Run 1, routed clock nets over the placement:
Drawn at 1.5 px/um.
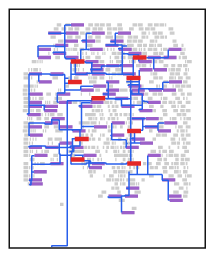
Run 1, the metal 2 layer:
Drawn at 3 px/um.
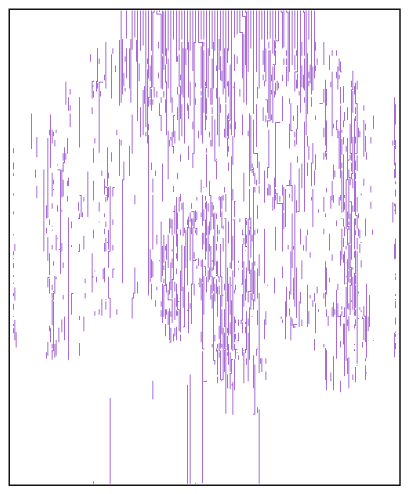
Run 1, port wiring:
Drawn at 3 px/um.
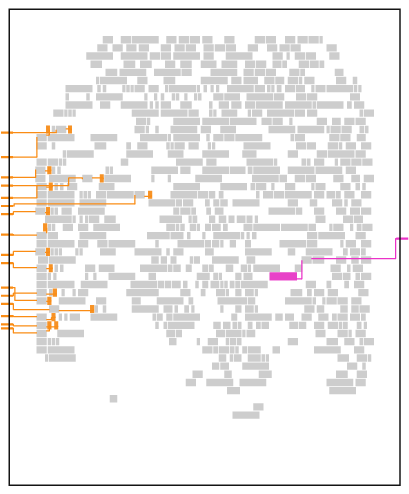
[src/rtl/wb_bus_guard_if.sv]
// Wishbone master/slave signal bundle seen by the bus guard.
// The guard connects on the slave modport; the upstream side uses master.
interface wb_bus_guard_if;
  logic        m_cyc_i;
  logic        m_stb_i;
  logic        m_we_i;
  logic [15:0] m_adr_i;
  logic [15:0] m_dat_i;
  logic [1:0]  m_id_i;
  logic [15:0] m_dat_o;
  logic        m_ack_o;
  logic        s_cyc_o;
  logic [3:0]  s_stb_o;
  logic        s_we_o;
  logic [15:0] s_adr_o;
  logic [15:0] s_dat_o;
  logic [63:0] s_dat_i;
  logic [3:0]  s_ack_i;

  modport slave (
    input  m_cyc_i, m_stb_i, m_we_i,
    input  m_adr_i, m_dat_i, m_id_i,
    output m_dat_o, m_ack_o,
    output s_cyc_o, s_stb_o, s_we_o,
    output s_adr_o, s_dat_o,
    input  s_dat_i, s_ack_i
  );

  modport master (
    output m_cyc_i, m_stb_i, m_we_i,
    output m_adr_i, m_dat_i, m_id_i,
    input  m_dat_o, m_ack_o,
    input  s_cyc_o, s_stb_o, s_we_o,
    input  s_adr_o, s_dat_o,
    output s_dat_i, s_ack_i
  );
endinterface

[src/rtl/wb_bus_guard.sv]
// Wishbone address decoder and watchdog for four 16-bit slaves.
// Unmapped or unanswered cycles are acked with 16'hdead plus an event.
module wb_bus_guard #(
  parameter int          TIMEOUT   = 1024,
  parameter logic [15:0] SLV0_BASE = 16'h0000,
  parameter logic [15:0] SLV0_MASK = 16'hC000,
  parameter logic [15:0] SLV1_BASE = 16'h4000,
  parameter logic [15:0] SLV1_MASK = 16'hC000,
  parameter logic [15:0] SLV2_BASE = 16'h8000,
  parameter logic [15:0] SLV2_MASK = 16'hC000,
  parameter logic [15:0] SLV3_BASE = 16'hC000,
  parameter logic [15:0] SLV3_MASK = 16'hC000
) (
  input  logic        wb_clk_i,
  input  logic        wb_rst_i,
  wb_bus_guard_if.slave bus,
  output logic        bm_memv,
  output logic        bm_timeout,
  output logic [1:0]  bm_wbm_id,
  output logic [15:0] bm_addr,
  output logic        bm_we
);

  localparam logic [15:0] DEAD    = 16'hdead;
  localparam logic [15:0] TO_LAST = 16'(TIMEOUT - 1);

  typedef enum logic [1:0] {
    IDLE,
    ACTIVE,
    RESP
  } state_t;

  state_t      state_q, state_d;
  logic [15:0] cnt_q, cnt_d;
  logic [15:0] adr_q, adr_d;
  logic        we_q, we_d;
  logic [15:0] wdat_q, wdat_d;
  logic [1:0]  id_q, id_d;
  logic        cyc_q, cyc_d;
  logic [3:0]  stb_q, stb_d;
  logic        ack_q, ack_d;
  logic [15:0] rdat_q, rdat_d;
  logic        memv_q, memv_d;
  logic        to_q, to_d;
  logic [15:0] bm_addr_q, bm_addr_d;
  logic        bm_we_q, bm_we_d;
  logic [1:0]  bm_id_q, bm_id_d;

  logic [3:0]  hit;
  logic [15:0] slv_rdat;
  logic        slv_ack;
  logic        req;

  assign req     = bus.m_cyc_i & bus.m_stb_i & ~ack_q;
  assign slv_ack = |(bus.s_ack_i & stb_q);

  // Address decode, lowest slave index wins on overlap.
  always_comb begin
    hit = 4'b0000;
    priority case (1'b1)
      ((bus.m_adr_i & SLV0_MASK) == SLV0_BASE): hit = 4'b0001;
      ((bus.m_adr_i & SLV1_MASK) == SLV1_BASE): hit = 4'b0010;
      ((bus.m_adr_i & SLV2_MASK) == SLV2_BASE): hit = 4'b0100;
      ((bus.m_adr_i & SLV3_MASK) == SLV3_BASE): hit = 4'b1000;
      default:                                  hit = 4'b0000;
    endcase
  end

  // Read data slice of the currently strobed slave.
  always_comb begin
    slv_rdat = 16'h0000;
    for (int i = 0; i < 4; i++) begin
      if (stb_q[i]) begin
        slv_rdat = bus.s_dat_i[16*i +: 16];
      end
    end
  end

  // Next state, slave strobes, master response and event record.
  always_comb begin
    state_d   = state_q;
    cnt_d     = cnt_q;
    adr_d     = adr_q;
    we_d      = we_q;
    wdat_d    = wdat_q;
    id_d      = id_q;
    cyc_d     = cyc_q;
    stb_d     = stb_q;
    ack_d     = 1'b0;
    rdat_d    = rdat_q;
    memv_d    = 1'b0;
    to_d      = 1'b0;
    bm_addr_d = bm_addr_q;
    bm_we_d   = bm_we_q;
    bm_id_d   = bm_id_q;
    unique case (state_q)
      IDLE: begin
        if (req) begin
          adr_d  = bus.m_adr_i;
          we_d   = bus.m_we_i;
          wdat_d = bus.m_dat_i;
          id_d   = bus.m_id_i;
          if (|hit) begin
            state_d = ACTIVE;
            cnt_d   = 16'h0000;
            cyc_d   = 1'b1;
            stb_d   = hit;
          end else begin
            state_d = RESP;
          end
        end
      end
      ACTIVE: begin
        if (!bus.m_cyc_i) begin
          state_d = IDLE;
          cyc_d   = 1'b0;
          stb_d   = 4'b0000;
        end else if (slv_ack) begin
          state_d = IDLE;
          cyc_d   = 1'b0;
          stb_d   = 4'b0000;
          ack_d   = 1'b1;
          rdat_d  = slv_rdat;
        end else if (cnt_q == TO_LAST) begin
          state_d   = IDLE;
          cyc_d     = 1'b0;
          stb_d     = 4'b0000;
          ack_d     = 1'b1;
          rdat_d    = DEAD;
          to_d      = 1'b1;
          bm_addr_d = adr_q;
          bm_we_d   = we_q;
          bm_id_d   = id_q;
        end else begin
          cnt_d = cnt_q + 16'h0001;
        end
      end
      RESP: begin
        state_d   = IDLE;
        ack_d     = 1'b1;
        rdat_d    = DEAD;
        memv_d    = 1'b1;
        bm_addr_d = adr_q;
        bm_we_d   = we_q;
        bm_id_d   = id_q;
      end
      default: begin
        state_d = IDLE;
        cyc_d   = 1'b0;
        stb_d   = 4'b0000;
      end
    endcase
  end

  // State and output registers; reset drops the strobes at once.
  always_ff @(posedge wb_clk_i or negedge wb_rst_i) begin
    if (!wb_rst_i) begin
      state_q   <= IDLE;
      cnt_q     <= '0;
      adr_q     <= '0;
      we_q      <= 1'b0;
      wdat_q    <= '0;
      id_q      <= '0;
      cyc_q     <= 1'b0;
      stb_q     <= '0;
      ack_q     <= 1'b0;
      rdat_q    <= '0;
      memv_q    <= 1'b0;
      to_q      <= 1'b0;
      bm_addr_q <= '0;
      bm_we_q   <= 1'b0;
      bm_id_q   <= '0;
    end else begin
      state_q   <= state_d;
      cnt_q     <= cnt_d;
      adr_q     <= adr_d;
      we_q      <= we_d;
      wdat_q    <= wdat_d;
      id_q      <= id_d;
      cyc_q     <= cyc_d;
      stb_q     <= stb_d;
      ack_q     <= ack_d;
      rdat_q    <= rdat_d;
      memv_q    <= memv_d;
      to_q      <= to_d;
      bm_addr_q <= bm_addr_d;
      bm_we_q   <= bm_we_d;
      bm_id_q   <= bm_id_d;
    end
  end

  assign bus.m_dat_o = rdat_q;
  assign bus.m_ack_o = ack_q;
  assign bus.s_cyc_o = cyc_q;
  assign bus.s_stb_o = stb_q;
  assign bus.s_we_o  = we_q;
  assign bus.s_adr_o = adr_q;
  assign bus.s_dat_o = wdat_q;

  assign bm_memv    = memv_q;
  assign bm_timeout = to_q;
  assign bm_wbm_id  = bm_id_q;
  assign bm_addr    = bm_addr_q;
  assign bm_we      = bm_we_q;

endmodule

[src/flat_wrapper.sv]
// flat-port wrapper written by rule: the top's interface ports become plain ports
module wb_bus_guard_flat 
#(
  parameter int          TIMEOUT   = 1024,
  parameter logic [15:0] SLV0_BASE = 16'h0000,
  parameter logic [15:0] SLV0_MASK = 16'hC000,
  parameter logic [15:0] SLV1_BASE = 16'h4000,
  parameter logic [15:0] SLV1_MASK = 16'hC000,
  parameter logic [15:0] SLV2_BASE = 16'h8000,
  parameter logic [15:0] SLV2_MASK = 16'hC000,
  parameter logic [15:0] SLV3_BASE = 16'hC000,
  parameter logic [15:0] SLV3_MASK = 16'hC000
)
  (wb_clk_i, wb_rst_i, bm_memv, bm_timeout, bm_wbm_id, bm_addr, bm_we, bus_m_cyc_i, bus_m_stb_i, bus_m_we_i, bus_m_adr_i, bus_m_dat_i, bus_m_id_i, bus_m_dat_o, bus_m_ack_o, bus_s_cyc_o, bus_s_stb_o, bus_s_we_o, bus_s_adr_o, bus_s_dat_o, bus_s_dat_i, bus_s_ack_i);
  wb_bus_guard_if bus_i ();
  input  logic wb_clk_i;
  input  logic wb_rst_i;
  output logic bm_memv;
  output logic bm_timeout;
  output logic [1:0] bm_wbm_id;
  output logic [15:0] bm_addr;
  output logic bm_we;
  input wire logic [$bits(bus_i.m_cyc_i)-1:0] bus_m_cyc_i;
  input wire logic [$bits(bus_i.m_stb_i)-1:0] bus_m_stb_i;
  input wire logic [$bits(bus_i.m_we_i)-1:0] bus_m_we_i;
  input wire logic [$bits(bus_i.m_adr_i)-1:0] bus_m_adr_i;
  input wire logic [$bits(bus_i.m_dat_i)-1:0] bus_m_dat_i;
  input wire logic [$bits(bus_i.m_id_i)-1:0] bus_m_id_i;
  output wire logic [$bits(bus_i.m_dat_o)-1:0] bus_m_dat_o;
  output wire logic [$bits(bus_i.m_ack_o)-1:0] bus_m_ack_o;
  output wire logic [$bits(bus_i.s_cyc_o)-1:0] bus_s_cyc_o;
  output wire logic [$bits(bus_i.s_stb_o)-1:0] bus_s_stb_o;
  output wire logic [$bits(bus_i.s_we_o)-1:0] bus_s_we_o;
  output wire logic [$bits(bus_i.s_adr_o)-1:0] bus_s_adr_o;
  output wire logic [$bits(bus_i.s_dat_o)-1:0] bus_s_dat_o;
  input wire logic [$bits(bus_i.s_dat_i)-1:0] bus_s_dat_i;
  input wire logic [$bits(bus_i.s_ack_i)-1:0] bus_s_ack_i;
  assign bus_i.m_cyc_i = bus_m_cyc_i;
  assign bus_i.m_stb_i = bus_m_stb_i;
  assign bus_i.m_we_i = bus_m_we_i;
  assign bus_i.m_adr_i = bus_m_adr_i;
  assign bus_i.m_dat_i = bus_m_dat_i;
  assign bus_i.m_id_i = bus_m_id_i;
  assign bus_m_dat_o = bus_i.m_dat_o;
  assign bus_m_ack_o = bus_i.m_ack_o;
  assign bus_s_cyc_o = bus_i.s_cyc_o;
  assign bus_s_stb_o = bus_i.s_stb_o;
  assign bus_s_we_o = bus_i.s_we_o;
  assign bus_s_adr_o = bus_i.s_adr_o;
  assign bus_s_dat_o = bus_i.s_dat_o;
  assign bus_i.s_dat_i = bus_s_dat_i;
  assign bus_i.s_ack_i = bus_s_ack_i;
  wb_bus_guard #(.TIMEOUT(TIMEOUT), .SLV0_BASE(SLV0_BASE), .SLV0_MASK(SLV0_MASK), .SLV1_BASE(SLV1_BASE), .SLV1_MASK(SLV1_MASK), .SLV2_BASE(SLV2_BASE), .SLV2_MASK(SLV2_MASK), .SLV3_BASE(SLV3_BASE), .SLV3_MASK(SLV3_MASK)) u_core (.wb_clk_i(wb_clk_i), .wb_rst_i(wb_rst_i), .bus(bus_i), .bm_memv(bm_memv), .bm_timeout(bm_timeout), .bm_wbm_id(bm_wbm_id), .bm_addr(bm_addr), .bm_we(bm_we));
endmodule
[config.mk]
export PLATFORM = sky130hd
export DESIGN_NAME = wb_bus_guard_flat
export DESIGN_NICKNAME = d
export VERILOG_FILES = /design/src/rtl/wb_bus_guard_if.sv /design/src/rtl/wb_bus_guard.sv /design/src/flat_wrapper.sv
export SDC_FILE = /design/constraint.sdc
export NUM_CORES = 1
export LEC_CHECK = 0
export CAP_MARGIN = 25
export CORE_ASPECT_RATIO = 1.25
export CORE_MARGIN = 8
export CORE_UTILIZATION = 30
export CTS_CLUSTER_DIAMETER = 50
export DETAILED_ROUTE_END_ITERATION = 6
export PLACE_DENSITY = 0.7
export SYNTH_ARGS = -nofsm -noshare
export SYNTH_HDL_FRONTEND = slang
export SYNTH_SLANG_ARGS = --single-unit
[constraint.sdc]
create_clock -name wb_clk_i -period 4.6 [get_ports wb_clk_i]
set_input_delay 1.15 -clock wb_clk_i [delete_from_list [all_inputs] [get_ports wb_clk_i]]
set_output_delay 1.15 -clock wb_clk_i [all_outputs]
set_load 0.01 [all_outputs]
==> impl_metrics.csv, run 1 <==
group,metric,value,unit
final_timing,drv_slew,0,
layout,layout_top_cell,"clkdlybuf4s50_1",
worst_setup_path,cp_common_cell,"nand2_1",
yosys,largest_area_cell,"dfrtp_1",
final_timing,post-route-min-period,3.04,ns
worst_setup_path,cp-end-kind,"register",
power_and_ir_drop,top_power_group,"combinational logic",
cts,clock_sinks,96,
hold_path,hold_path_class,"reg2reg",
yosys,ys_sh_adder,1.03,%
worst_setup_path,endpoint,"u_core.cnt_q[13]",
yosys,xor_share,0,%
hold_path,min_to,"u_core.bus.s_dat_o[6]",
route,routed_wl,14900,um
hold_path,hold_start,"u_core.bus.s_dat_o[6]",
layout,final_cell_mix,"clkdlybuf4s50_1 (181), nand2_1 (126), dfrtp_1 (96)",
floorplan,core-area,0.0160,mm^2
place,gp_congestion,0.820,
final_timing,tightest_slew,0.943,ns
cts,post_cts_buffers,0,
job,warnings,28,
final_timing,whs,0.472,ns
global_route,grt_max_degree,40,
layout,syn_to_final_growth,48.3,%
yosys,synth_cell_types,53,
worst_setup_path,timing.rr.start,"u_core.state_q[1]",
floorplan,die_w,130,um
place,dp_hpwl,10900,um
worst_setup_path,reg2reg_to,"u_core.cnt_q[13]",
hold_path,holdPathStages,2,
yosys,ys_sh_simple,19.5,%
job,maxCapViolCount,0,
worst_setup_path,crit_type,"in2reg",
floorplan,fp.dieH,158,um
yosys,synth-edff-count,0,
worst_setup_path,regToRegSetupSlack,1.72,ns
cts,cts_hold_buf,0,
worst_setup_path,arrival,3.30,ns
power_and_ir_drop,power_frac_seq,37.2,%
worst_setup_path,crit_start,"bus_m_cyc_i",
layout,finalNonFillerCells,887,
run_status,status,"finished clean",
worst_setup_path,worstSetupStartpointType,"input port",
yosys,ys_seq_share,49.5,%
worst_setup_path,worstPathCellList,"clkdlybuf4s50_1, nand2_1, a2111oi_2, nand2_1, o221ai_1",
layout,final_area,0.00719,mm^2
final_timing,rsz0062_at_grt,"false",
global_route,grt_pass1_vias,4371,
yosys,yosys_cells,494,
power_and_ir_drop,pg_seq,1240,uW
yosys,yosysTopAreaCellShare,49.5,%
power_and_ir_drop,comb_power,1310,uW
final_timing,setup_slack,1.56,ns
worst_setup_path,worst-path-buf-inv,1,
cts,clk_pin_slew,0.07,ns
final_timing,hold_viol,0,
global_route,antenna_found_initial,0,
global_route,grt_usage,14.5,%
power_and_ir_drop,sw_frac_of_total,33.9,%
worst_setup_path,slowest_delay,0.91,ns
cts,cts-root-buf,"clkbuf_16",
yosys,synth_async_sr_flop_share,100,%
yosys,synthMuxAreaShare,9.65,%
yosys,most_common_cell,"nand2_1",
Back to the opening pictures, 'routed clock nets over the placement':
[blue] clock wires | length: 1280 um
[purple] flip-flops | count: 96
[red] clock drivers | count: 9
routed clock nets	10
Skew-Pair Late Insertion Delay: 0.34 ns
Clock Power: 785 uW
clock skew: 0.00894 ns
Clock power frac: 23.5%

Back to the opening pictures, 'the metal 2 layer':
main direction	vertical
nets with wire on the layer	631
share of all routed wire	48%

Back to the opening pictures, 'port wiring':
color	port	direction	edge	end cells	buffers	wire
magenta	bm_memv	output	right	1	1	43.3 um
orange	bus_m_dat_i	input	left	16	16	278 um
Port Buffer Count: 182
Ports: 183

[run 1: cell type report]
| class | instances | area [um^2] | area share, % |
|---|---|---|---|
| flip-flops and latches | 96 | 2400 | 33.4 |
| inverters | 38 | 143 | 1.98 |
| well taps | 216 | 270 | 3.76 |
| multi-input cells | 329 | 2170 | 30.1 |
| clock inverters | 5 | 61.3 | 0.853 |
| clock buffers | 11 | 253 | 3.51 |
| repair buffers | 192 | 1890 | 26.3 |
[run 1: layer usage]
metal  global-route usage [%]  share of wire (%)  routed length, um
met1                     17.5                 42               6170
met2                     23.3                 48               7140
met3                     4.58                8.6               1280
met4                     6.26                1.9                276
met5                        0                  0                  0
Run 1, placed cells, one color a class:
Drawn at 1.5 px/um.
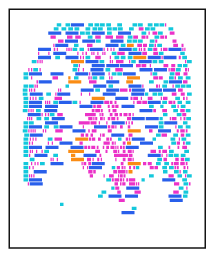

## Run 2: what changed since run 1
==> constraint.sdc (replaced) <==
create_clock -name wb_clk_i -period 2.8 [get_ports wb_clk_i]
set_input_delay 0.7 -clock wb_clk_i [delete_from_list [all_inputs] [get_ports wb_clk_i]]
set_output_delay 0.7 -clock wb_clk_i [all_outputs]
set_load 0.01 [all_outputs]
Run 2, placed cells, one color a class:
Drawn at 1.5 px/um.
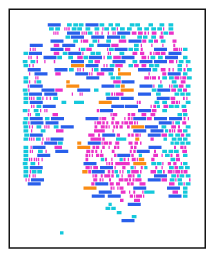
color	class	cells
blue	sequential cells	96
cyan	remaining buffers and delay cells	199
magenta	combinational and other logic	367
orange	clock drivers and dummy loads	16
site row count: 52
Core Area: 0.0160 mm^2
design area: 0.00725 mm^2
flop share of the area: 33.1%

Run 2, routed clock nets over the placement:
Drawn at 1.5 px/um.
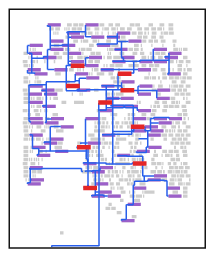
[purple] flip-flops | count: 96
[red] clock drivers | count: 9
[blue] clock wires | length: 1320 um
routed clock nets	10

==> impl_metrics.csv, run 2 <==
group,metric,value,unit
final_timing,whs,0.269,ns
global_route,grt_max_degree,48,
layout,syn_to_final_growth,49.6,%
cts,clk_pin_slew,0.07,ns
yosys,yosysTopAreaCellShare,49.5,%
layout,regArea,0.00240,mm^2
hold_path,hold_path_class,"in2async",
global_route,met1_usage,16.9,%
layout,non_clock_inverter_count,38,
global_route,antenna_found_initial,0,
layout,bufAreaShareNonClock,27.4,%
layout,final_cell_mix,"clkdlybuf4s50_1 (181), nand2_1 (126), dfrtp_1 (96)",
job,warnings,28,
worst_setup_path,worstSetupStartpointType,"input port",
layout,clkbuf_count,9,
final_timing,rsz0062_at_grt,"false",
yosys,synth_async_sr_flop_share,100,%
layout,largestClassByArea,"sequential cells",
worst_setup_path,timing.rr.start,"u_core.cnt_q[0]",
cts,post_cts_buffers,0,
layout,comb_cells,329,
job,maxCapViolCount,0,
final_timing,tightest_slew,0.543,ns
worst_setup_path,arrival,2.65,ns
yosys,synth_cell_types,53,
global_route,busiest_layer,"met2",
cts,cts-root-buf,"clkbuf_16",
final_timing,post-route-min-period,2.42,ns
yosys,largest_area_cell,"dfrtp_1",
worst_setup_path,reg2reg_to,"u_core.bm_addr[6]",
cts,clock_sinks,96,
worst_setup_path,worst-path-buf-inv,2,
layout,signal_buffers,199,
worst_setup_path,crit_type,"in2reg",
layout,layout_top_cell,"clkdlybuf4s50_1",
route,dr_wl_met3,1290,um
worst_setup_path,regToRegSetupSlack,0.41,ns
global_route,grtUsageMet3,4.48,%
place,dpl_cell_area,0.00697,mm^2
global_route,grt_usage,14.3,%
worst_setup_path,slowest_delay,0.44,ns
place,gp_congestion,0.869,
yosys,ys_seq_share,49.5,%
route,routed_wl,15000,um
floorplan,fp.dieH,158,um
floorplan,io_pins,183,
final_timing,setup_slack,0.381,ns
yosys,yosys_cells,494,
worst_setup_path,crit_start,"bus_s_ack_i[0]",
cts,clock.latency.late_pin,0.35,ns
layout,logic_area,0.00217,mm^2
layout,clockNetworkAreaShare,3.95,%
route,wl_met2,7220,um
place,dp_hpwl,11100,um
worst_setup_path,endpoint,"u_core.bm_addr[6]",
final_timing,fin_skew,0.00724,ns
yosys,synth-edff-count,0,
run_status,status,"finished clean",
layout,sh_comb_area,29.9,%
yosys,ys_ff,96,
cts,cts_hold_buf,0,
yosys,syn_inst,494,
place,port_buffers,182,
global_route,grt_util_met2,23.9,%
Run 2, cell outlines without signal wires:
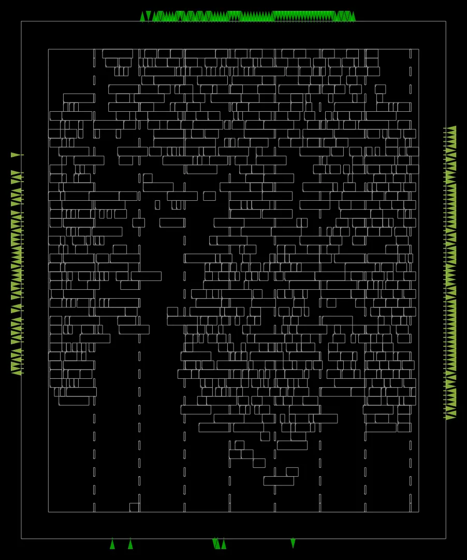
tapcell count: 216
Finished Layout Cells: 894
Flops: 96

## run 2: cell counts after synthesis
No cell type changed its count.
## run 2: power by group
group / switching (uW) / leakage (uW) / internal (uW)
Sequential: 286 / 0.00123 / 1770
Clock: 576 / 0.000140 / 622
Combinational: 1040 / 0.00184 / 1170
## run 2: kinds of logic (layout without fill, tap and decap cells)
| kind of cell | count (synthesis) | in the layout | share of synthesized area, % |
|---|---|---|---|
| DFF | 96 | 96 | 49.5 |
| muxes | 40 | 40 | 9.65 |
| AOI/OAI and AO/OA | 89 | 89 | 14.5 |
| and+or+nand+nor | 196 | 196 | 19.5 |
| buffers and inverters | 69 | 253 | 5.78 |
| adders and majority gates | 4 | 4 | 1.03 |
Power figures rest on the tool's default switching activity, not on a simulated workload.
